### src/rtl/interp_dim_sequencer_pkg.sv
// -----------------------------------------------------------------------------
// interp_dim_sequencer_pkg
// Shared definitions for the separable 2D interpolation control path:
//   - state encoding of the dimension sequencer
//   - fractional motion-vector width
//   - dimension-select constants matching the downstream mux
//     (DATA_IN_0 carries MV_Y, DATA_IN_1 carries MV_X)
// No ports; imported by interp_dim_sequencer and its row counter.
// -----------------------------------------------------------------------------
package interp_dim_sequencer_pkg;

    localparam int FRAC_W = 4;

    localparam logic SEL_Y = 1'b0;
    localparam logic SEL_X = 1'b1;

    typedef enum logic [2:0] {
        ST_IDLE = 3'd0,
        ST_LOAD = 3'd1,
        ST_HOR  = 3'd2,
        ST_VER  = 3'd3,
        ST_FIN  = 3'd4
    } state_e;

endpackage : interp_dim_sequencer_pkg

### src/rtl/interp_dim_sequencer_row_counter.sv
// -----------------------------------------------------------------------------
// interp_dim_sequencer_row_counter
// Row index counter for one filter pass.
// Ports:
//   clk      in   clock, rising edge
//   rst      in   asynchronous reset, active-high (count -> 0)
//   clr      in   synchronous clear, has priority over en
//   en       in   advance the count by one
//   term     in   terminal row index of the current pass
//   cnt      out  current row index (registered)
//   at_term  out  cnt equals term
// -----------------------------------------------------------------------------
module interp_dim_sequencer_row_counter #(
    parameter int CNT_W = 5
) (
    input  logic             clk,
    input  logic             rst,
    input  logic             clr,
    input  logic             en,
    input  logic [CNT_W-1:0] term,
    output logic [CNT_W-1:0] cnt,
    output logic             at_term
);

    logic [CNT_W-1:0] cnt_q;
    logic [CNT_W-1:0] cnt_d;

    always_comb begin
        cnt_d = cnt_q;
        if (clr) begin
            cnt_d = '0;
        end else if (en) begin
            cnt_d = cnt_q + CNT_W'(1);
        end
    end

    always_ff @(posedge clk or posedge rst) begin
        if (rst) begin
            cnt_q <= '0;
        end else begin
            cnt_q <= cnt_d;
        end
    end

    assign cnt     = cnt_q;
    assign at_term = (cnt_q == term);

endmodule : interp_dim_sequencer_row_counter

### src/rtl/interp_dim_sequencer.sv
// -----------------------------------------------------------------------------
// interp_dim_sequencer
// Control stage ahead of the dimension-select mux of the separable 2D
// interpolator. Per request it captures the fractional MVs, runs a horizontal
// pass of BLK_H+TAPS-1 rows (SEL_DIM=1) and then a vertical pass of BLK_H
// rows (SEL_DIM=0), one row per non-stalled cycle, and pulses DONE.
// Every output is a flop; STALL sampled at an edge decides whether the
// following cycle issues a row.
//
// Optional feature macro: INTERP_SKIP_ZERO_FRAC_EN
//   defined   -> a pass whose fractional MV is zero is skipped
//   undefined -> both passes always run
//
// Ports:
//   CLK        in   clock, rising edge
//   RST        in   asynchronous reset, active-high
//   START      in   request pulse, accepted only in IDLE
//   MV_X_FRAC  in   horizontal fractional MV, sampled on accepted START
//   MV_Y_FRAC  in   vertical fractional MV, sampled on accepted START
//   STALL      in   downstream not ready, freezes row sequencing
//   SEL_DIM    out  mux select, 1 = MV_X (horizontal pass)
//   MV_X_LSB   out  latched MV_X_FRAC (mux DATA_IN_1)
//   MV_Y_LSB   out  latched MV_Y_FRAC (mux DATA_IN_0)
//   ROW_CNT    out  row index within the current pass
//   ROW_VALID  out  a row is issued this cycle
//   BUSY       out  high in every state except IDLE
//   DONE       out  one-cycle completion pulse
// -----------------------------------------------------------------------------
module interp_dim_sequencer
    import interp_dim_sequencer_pkg::*;
#(
    parameter int BLK_H = 8,
    parameter int TAPS  = 8,
    parameter int CNT_W = 5
) (
    input  logic              CLK,
    input  logic              RST,
    input  logic              START,
    input  logic [FRAC_W-1:0] MV_X_FRAC,
    input  logic [FRAC_W-1:0] MV_Y_FRAC,
    input  logic              STALL,
    output logic              SEL_DIM,
    output logic [FRAC_W-1:0] MV_X_LSB,
    output logic [FRAC_W-1:0] MV_Y_LSB,
    output logic [CNT_W-1:0]  ROW_CNT,
    output logic              ROW_VALID,
    output logic              BUSY,
    output logic              DONE
);

    localparam logic [CNT_W-1:0] TERM_HOR = CNT_W'(BLK_H + TAPS - 2);
    localparam logic [CNT_W-1:0] TERM_VER = CNT_W'(BLK_H - 1);

    state_e            state_q, state_d;
    logic [FRAC_W-1:0] mvx_q, mvx_d;
    logic [FRAC_W-1:0] mvy_q, mvy_d;
    logic              vld_q, vld_d;
    logic              sel_q, sel_d;
    logic              busy_q, busy_d;
    logic              done_q, done_d;

    logic              row_clr;
    logic              row_en;
    logic [CNT_W-1:0]  row_term;
    logic [CNT_W-1:0]  row_cnt;
    logic              row_at_term;

    interp_dim_sequencer_row_counter #(
        .CNT_W (CNT_W)
    ) u_row_counter (
        .clk     (CLK),
        .rst     (RST),
        .clr     (row_clr),
        .en      (row_en),
        .term    (row_term),
        .cnt     (row_cnt),
        .at_term (row_at_term)
    );

    always_comb begin
        state_d  = state_q;
        mvx_d    = mvx_q;
        mvy_d    = mvy_q;
        row_clr  = 1'b0;
        row_en   = 1'b0;
        row_term = (state_q == ST_VER) ? TERM_VER : TERM_HOR;

        case (state_q)
            ST_IDLE: begin
                row_clr = 1'b1;
                if (START) begin
                    state_d = ST_LOAD;
                    mvx_d   = MV_X_FRAC;
                    mvy_d   = MV_Y_FRAC;
                end
            end
            ST_LOAD: begin
                row_clr = 1'b1;
                state_d = ST_HOR;
`ifdef INTERP_SKIP_ZERO_FRAC_EN
                if (mvx_q == '0) begin
                    state_d = (mvy_q == '0) ? ST_FIN : ST_VER;
                end
`endif
            end
            ST_HOR: begin
                // vld_q marks that the row at row_cnt went out this cycle;
                // only then may the pass advance.
                if (vld_q) begin
                    if (row_at_term) begin
                        row_clr = 1'b1;
                        state_d = ST_VER;
`ifdef INTERP_SKIP_ZERO_FRAC_EN
                        if (mvy_q == '0) begin
                            state_d = ST_FIN;
                        end
`endif
                    end else begin
                        row_en = 1'b1;
                    end
                end
            end
            ST_VER: begin
                if (vld_q) begin
                    if (row_at_term) begin
                        row_clr = 1'b1;
                        state_d = ST_FIN;
                    end else begin
                        row_en = 1'b1;
                    end
                end
            end
            ST_FIN: begin
                row_clr = 1'b1;
                state_d = ST_IDLE;
            end
            default: begin
                row_clr = 1'b1;
                state_d = ST_IDLE;
            end
        endcase

        // Registered outputs describe the cycle that follows this edge.
        vld_d  = ((state_d == ST_HOR) || (state_d == ST_VER)) && !STALL;
        sel_d  = (state_d == ST_HOR) ? SEL_X : SEL_Y;
        busy_d = (state_d != ST_IDLE);
        done_d = (state_d == ST_FIN);
    end

    always_ff @(posedge CLK or posedge RST) begin
        if (RST) begin
            state_q <= ST_IDLE;
            mvx_q   <= '0;
            mvy_q   <= '0;
            vld_q   <= 1'b0;
            sel_q   <= 1'b0;
            busy_q  <= 1'b0;
            done_q  <= 1'b0;
        end else begin
            state_q <= state_d;
            mvx_q   <= mvx_d;
            mvy_q   <= mvy_d;
            vld_q   <= vld_d;
            sel_q   <= sel_d;
            busy_q  <= busy_d;
            done_q  <= done_d;
        end
    end

    assign SEL_DIM   = sel_q;
    assign MV_X_LSB  = mvx_q;
    assign MV_Y_LSB  = mvy_q;
    assign ROW_CNT   = row_cnt;
    assign ROW_VALID = vld_q;
    assign BUSY      = busy_q;
    assign DONE      = done_q;

endmodule : interp_dim_sequencer

### config.mk
export PLATFORM = sky130hd
export DESIGN_NAME = interp_dim_sequencer
export DESIGN_NICKNAME = d
export VERILOG_FILES = /design/src/rtl/interp_dim_sequencer_pkg.sv /design/src/rtl/interp_dim_sequencer_row_counter.sv /design/src/rtl/interp_dim_sequencer.sv
export SDC_FILE = /design/constraint.sdc
export NUM_CORES = 1
export LEC_CHECK = 0
export ABC_AREA = 1
export CAP_MARGIN = 20
export CORE_ASPECT_RATIO = 1.1
export CORE_MARGIN = 2
export CORE_UTILIZATION = 49
export DETAILED_ROUTE_END_ITERATION = 10
export PLACE_DENSITY = 0.88
export SLEW_MARGIN = 20
export SYNTH_ARGS = -nofsm -noshare
export SYNTH_HDL_FRONTEND = slang
export SYNTH_HIERARCHICAL = 1
export SYNTH_SLANG_ARGS = --single-unit
### constraint.sdc
create_clock -name CLK -period 3.8 [get_ports CLK]
set_clock_uncertainty 0.05 [all_clocks]
set_input_delay 0.38 -clock CLK [delete_from_list [all_inputs] [get_ports CLK]]
set_output_delay 0.38 -clock CLK [all_outputs]
set_load 0.05 [all_outputs]
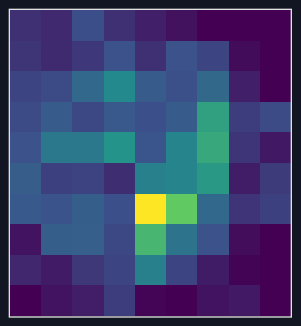
**Above:** run 1 (routed metal per tile).
Drawn at 6 px/micron. 9 x 10 tiles, from dark purple (low) to yellow (high), scaled to the fullest tile. Values are wire area over tile area, all layers added.
- mean over tiles: 0.13
- emptiest ninth of the die: bottom right
- tiles over half the peak: 7.8%

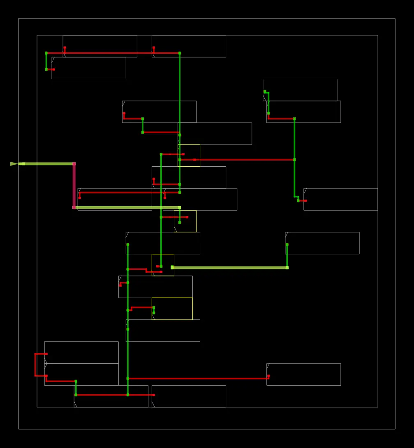
**Above:** run 1 (clock nets).
worst-skew pair later-pin latency: 0.30 ns
clock group power: 0.124 mW
clock buffer count from CTS: 3

==> out/qor.csv, run 1 <==
stage,metric,value,unit
outcome,status,completed,
finish,Seq/total area,37.6,%
power,register share of total power,32.9,%
floorplanning,Placement Rows,17,
finish,"Design Area, Final",1330,sq um
clock_network,cts repair resizes,0,
grt,grt ovf,0,
timing,Max-Slew Margin vs Limit,61.9,%
finish,Multi-Input Combinational,72,
clock_network,H-tree depth,1,
drt,Residual DRC,0,
placement,IO buf count,28,
power,Int Pwr,0.543,mW
yosys,yosys warns,6,
finish,fillers,161,
drt,drt pass-1 iters,6,
grt,vias in the first global route,801,
finish,most common logic cells in the final layout,"clkdlybuf4s50_1 (28), nand2_1 (22), dfrtp_1 (20)",
power,leakage,0.651,nW
power,Cell Pwr Density,788,nW/um^2
drt,vias per cell,4.68,
placement,Final Wtd Congestion,0.821,
floorplanning,Initial Util,50.4,%
floorplanning,CORE AREA,1960,sq um
drt,Initial DRC Count,20,
power,Worst VDD drop,0.433,mV
finish,Nets,159,
yosys,Netlist Area Pre-Place,986,sq um
timing,post-layout min period,2.12,ns
timing,final setup fails,0,
power,logic gate share of total power,55.3,%
critical_path,CP arrival,2.26,ns
finish,clock-cell share of area,2.73,%
finish,Data buffer area share,21.1,%
yosys,Synth Instances,113,
timing,Fin. Hold Viols,0,
drt,Avg WL per Cell,10.9,microns
drt,Post-Route WL,1880,microns
yosys,ys cells,113,
clock_network,CTS tree,done,
critical_path,Setup crit end kind,flip-flop,
timing,WHS,0.244,ns
clock_network,Clock Tree Root,clkbuf_4,
yosys,post-synth cell types,19,
floorplanning,n_taps,28,
critical_path,kind of critical path,reg2reg,
power,"Power, Total",1.05,mW
clock_network,clock buffer depth,2,
clock_network,CTS sink cnt,20,
critical_path,crit path from,state_q[1],
finish,Finished Layout Cells,173,
job,tool warnings,26,
floorplanning,Die Y,51.0,microns
power,combinational power,0.579,mW
power,top power group,combinational logic,
yosys,YS chip area,986,sq um
grt,global-route wire length before repair,3160,microns
worst_hold_path,Worst Hold Class,in2async,
critical_path,WP data required,3.93,ns
finish,Non-CTS inverters,21,
finish,Inserted Diodes,0,
critical_path,worst setup path end,SEL_DIM,
timing,final worst slack,1.68,ns
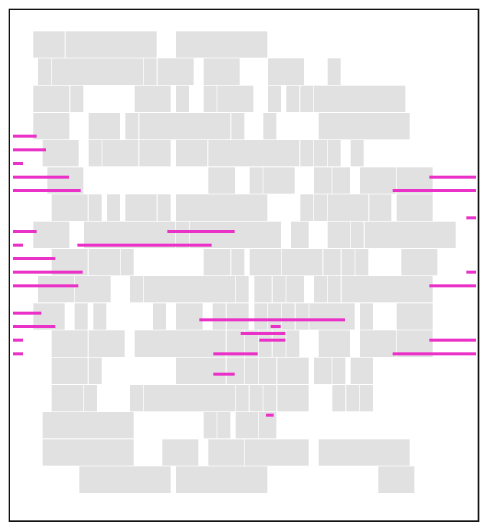
**Above:** run 1 (the metal 3 layer).
Drawn at 10 px/micron.
- main direction: horizontal
- share of all routed wire: 6.5%

==> run 1: Yosys cell counts, drive strengths merged <==
library cell | count | area (sq um)
nor2 | 19 | 93.8
dfrtp | 20 | 500
conb | 2 | 7.51
ha | 1 | 12.5
a31oi | 1 | 6.26
nand2 | 22 | 82.6
a21oi | 1 | 5.00
nand3 | 10 | 62.6
clkinv | 1 | 3.75
inv | 20 | 75.1
xnor2 | 5 | 43.8
buf | 1 | 11.3
nor3 | 1 | 5.00
or2 | 1 | 6.26
o21ai | 8 | 70.1
==> run 1: metal layers <==
metal  track usage, %  share of wire (%)  wire length, microns  up-vias
li1                 -                  -                     -      401
met1             21.8                 44                   835      369
met2             30.6                 48                   910       35
met3             3.18                6.5                   122        4
met4             5.09               0.74                    14        0
met5                0                  0                     0        -
==> run 1: worst max-delay path, stage by stage (launching register included) <==
cell and delay [ns]:
dfrtp_1 0.46, nand2_1 0.07, nor2_1 0.19, inv_1 0.13
xnor2_1 0.17, nand3_1 0.09, nor2_1 0.12, nand2_1 0.14
nand3_1 0.23, nand2_1 0.09, nor2_1 0.20, nor2_1 0.08
==> run 1: sequential cells by signal (all words and copies together), names as in the netlist <==
| register | count |
|---|---|
| u_row_counter/cnt | 5 |
| MV_X_LSB | 4 |
| MV_Y_LSB | 4 |
| state_q | 3 |
| BUSY | 1 |
| DONE | 1 |
| ROW_VALID | 1 |
| SEL_DIM | 1 |
==> run 1: cell families after synthesis <==
family | Yosys count | synth area share [%]
other | 2 | 0.762
buffers and inverters | 22 | 9.14
AND-OR/OR-AND | 10 | 8.25
adder cells (fa/ha/maj) | 1 | 1.27
AND/OR/NAND/NOR | 53 | 25.4
flip-flops | 20 | 50.8
XOR/XNOR | 5 | 4.44
--- run 2 (diff from run 1) ---
- CORE_UTILIZATION: 49 -> 46
- PLACE_DENSITY: 0.88 -> 0.84
- clock period: 3.8 -> 2.2 ns (I/O delays scaled with it)
==> out/qor.csv, run 2 <==
stage,metric,value,unit,change
floorplanning,Initial Util,48.8,%,was 50.4%
grt,global-route wire length before repair,3100,microns,was 3160 microns
finish,"Design Area, Final",1330,sq um,about the same
yosys,Synth Area in Adders,1.27,%,unchanged
clock_network,clock buffer depth,2,,unchanged
clock_network,Clock Tree Root,clkbuf_4,,unchanged
finish,Largest register FFs,5,,unchanged
finish,Inserted Diodes,0,,unchanged
yosys,Netlist Area Pre-Place,986,sq um,unchanged
drt,Antenna Nets Post-Route,0,,unchanged
drt,Initial DRC Count,6,,was 20
grt,vias in the first global route,746,,was 801
clock_network,CTS tree,done,,unchanged
clock_network,"Setup Fix Bufs, Post-CTS",0,,unchanged
finish,most common logic cells in the final layout,"clkdlybuf4s50_1 (28), nand2_1 (22), dfrtp_1 (19), inv_1 (19), nor2_1 (13)",,"was clkdlybuf4s50_1 (28), nand2_1 (22), dfrtp_1 (20)"
yosys,share of the synthesized area in the top cell type,50.8,%,unchanged
power,Int Pwr,0.902,mW,was 0.543 mW
timing,final worst slack,0.176,ns,was 1.68 ns
critical_path,CP cell instances,nand2_1 > nor2_1 > inv_1 > xnor2_1 > nand3_1 > nor2_1 > nand2_1 > nand3_2 > nor2_4 > nor2_2 > nand2_1 > nand2_1 > nor2_2,,was nand2_1 > nor2_1 > inv_1 > xnor2_1 > nand3_1 > nor2_1 > nand2_1 > nand3_1 > nand2_1 > nor2_1 > nor2_1
clock_network,clock buffer count from CTS,3,,unchanged
grt,initial antenna violation count,0,,unchanged
critical_path,Setup crit end kind,flip-flop,,unchanged
drt,Post-Route WL,1960,microns,was 1880 microns
floorplanning,Placement Rows,17,,unchanged
floorplanning,Die X,48.1,microns,was 46.8 microns
finish,Nets,159,,unchanged
yosys,Synth area leader,dfrtp_1,,unchanged
outcome,status,completed,,unchanged
critical_path,CP peak stage delay,0.44,ns,was 0.46 ns
yosys,Top non-seq family,simple AND/OR/NAND/NOR gates,,unchanged
power,Cell Pwr Density,1330,nW/um^2,was 788 nW/um^2
power,logic gate share of total power,56.5,%,was 55.3%
yosys,Yosys top cell by instances,nand2_1,,unchanged
job,tool warnings,26,,unchanged
grt,grt ovf,0,,unchanged
clock_network,worst-skew pair later-pin latency,0.29,ns,was 0.30 ns
yosys,dominant synthesized flop cell,dfrtp_1,,unchanged
yosys,ys cells,113,,unchanged
yosys,biggest area cells,"dfrtp_1 (51%), nand2_1 (8.4%), inv_1 (7.2%)",,unchanged
timing,Worst-Margin Slew,0.551,ns,was 0.570 ns
yosys,Synth Instances,113,,unchanged
yosys,post-synth cell types,19,,unchanged
clock_network,H-tree depth,1,,unchanged
critical_path,WP data required,2.35,ns,was 3.93 ns
drt,Avg WL per Cell,11.4,microns,was 10.9 microns
grt,GRT Total Usage,17.5,%,was 17.7%
yosys,fraction of registers with async set/reset,100,%,unchanged
drt,drt pass-1 iters,4,,was 6
finish,area added between synthesis and finish,34.4,%,was 34.9%
power,"Power, Total",1.77,mW,was 1.05 mW
timing,post-layout min period,2.02,ns,was 2.12 ns
worst_hold_path,Worst Hold Class,in2async,,unchanged
floorplanning,Die Y,52.6,microns,was 51.0 microns
placement,IO buf count,28,,unchanged
yosys,yosys xor share,4.44,%,unchanged
placement,Final Wtd Congestion,0.834,,was 0.821
critical_path,cell mode on critical path,nand2_1,,was nor2_1
yosys,"EDFF count, synth",0,,unchanged
floorplanning,CORE AREA,2020,sq um,was 1960 sq um
job,Max Cap Viol,0,,unchanged
yosys,YS chip area,986,sq um,unchanged
power,Psw,0.864,mW,was 0.505 mW
critical_path,CP max-delay cell,dfrtp_2,,was dfrtp_1
power,leakage,0.649,nW,was 0.651 nW
clock_network,cts repair resizes,0,,unchanged
timing,Fin. Hold Viols,0,,unchanged
power,register share of total power,33.8,%,was 32.9%
yosys,Commonest cells post-synth,"nand2_1 (22), dfrtp_1 (20), inv_1 (19), nor2_1 (14), nand3_1 (9)",,unchanged
placement,Post-DP Area,1290,sq um,unchanged
drt,Residual DRC,0,,unchanged
yosys,ao+oa area frac,8.25,%,unchanged
clock_network,CTS sink cnt,20,,unchanged
critical_path,CP arrival,2.17,ns,was 2.26 ns
drt,vias per cell,4.78,,was 4.68
timing,final setup fails,0,,unchanged
timing,Max-Slew Margin vs Limit,63.2,%,was 61.9%
yosys,yosys warns,6,,unchanged
power,Worst VDD drop,0.744,mV,was 0.433 mV
critical_path,kind of critical path,reg2reg,,unchanged
yosys,mux share,0,%,unchanged
yosys,Synth Area in Simple Gates,25.4,%,unchanged
-- run 2: cell types whose count changed in the layout (fill, tap and decap cells not counted), sizes merged --
cell and change:
clkbuf -1
-- run 2: power groups by stage --
stage	registers, mW	logic (mW)	clock network (mW)
after floorplan	0.955	0.335	0
after global placement	0.600	0.971	0
after detailed placement	0.604	0.993	0
after CTS	0.598	0.998	0.174
after global routing	0.615	1.07	0.198
final	0.597	0.998	0.171
-- run 2: per-layer routing --
layer  vias to the layer above  global-route usage, %  wire [microns]
met5                         -                      0               0
met4                         0                   7.21              41
met3                         6                   3.79              90
met2                        25                   28.5            1020
met1                       388                   21.7             814
li1                        403                      -               -
-- run 2: worst paths after layout --
path                              from              endpoint  slack, ns  cells after the start
max in group asynchronous          RST            state_q[1]       1.47                      2
min in group CLK                 STALL             ROW_VALID       0.40                      2
min                                RST  u_row_counter/cnt[4]       0.09                      2
min reg2reg                MV_Y_LSB[3]           MV_Y_LSB[3]       0.45                      2
max                         state_q[1]  u_row_counter/cnt[3]       0.18                     13
max reg2reg                 state_q[1]  u_row_counter/cnt[3]       0.18                     13
-- run 2: stage by stage --
step | instances | hold slack [ns] | utilization (%)
final | 172 | 0.0904 | 65.6
after global routing | 172 | 0.0798 | 65.6
after CTS | 172 | 0.0881 | 65.1
after detailed placement | 169 | 0.418 | 64.0
after global placement | 169 | 0.414 | 64.0
after floorplan | 114 | -0.0515 | -
-- run 2: cell type report --
cell class | count | area, sq um
clock buffer | 3 | 22.5
sequential | 20 | 502
inverter | 21 | 78.8
tap | 28 | 35.0
multi-input combinational | 72 | 407
timing repair buffer | 28 | 280
fill | 176 | 696
-- run 2: worst max-delay path: cells and delay by family (launching register included) --
family,cells,cell delay (ns)
xor+xnor,1,0.14
buf+inv,1,0.12
flops,1,0.44
simple gates,11,1.16
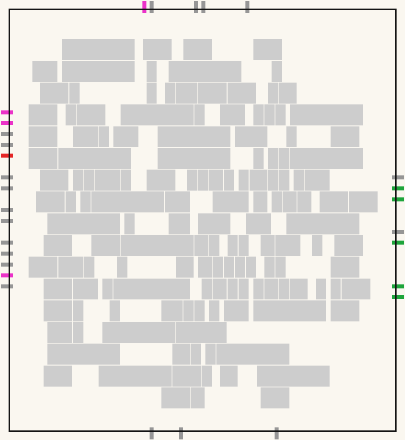
**Above:** run 2 (pin placement).
Drawn at 8 px/micron. Pins as bars across the die edge, other pins in grey.
- MV_Y_FRAC: magenta (pins 4; direction input; edge 3 left, 1 top)
- CLK: red (pins 1; direction input; edge left)
- ROW_CNT: green (pins 5; direction output; edge right)
- all pins by edge: 14 left, 7 right, 5 top, 3 bottom

Power is estimated from default activity; no workload was simulated.
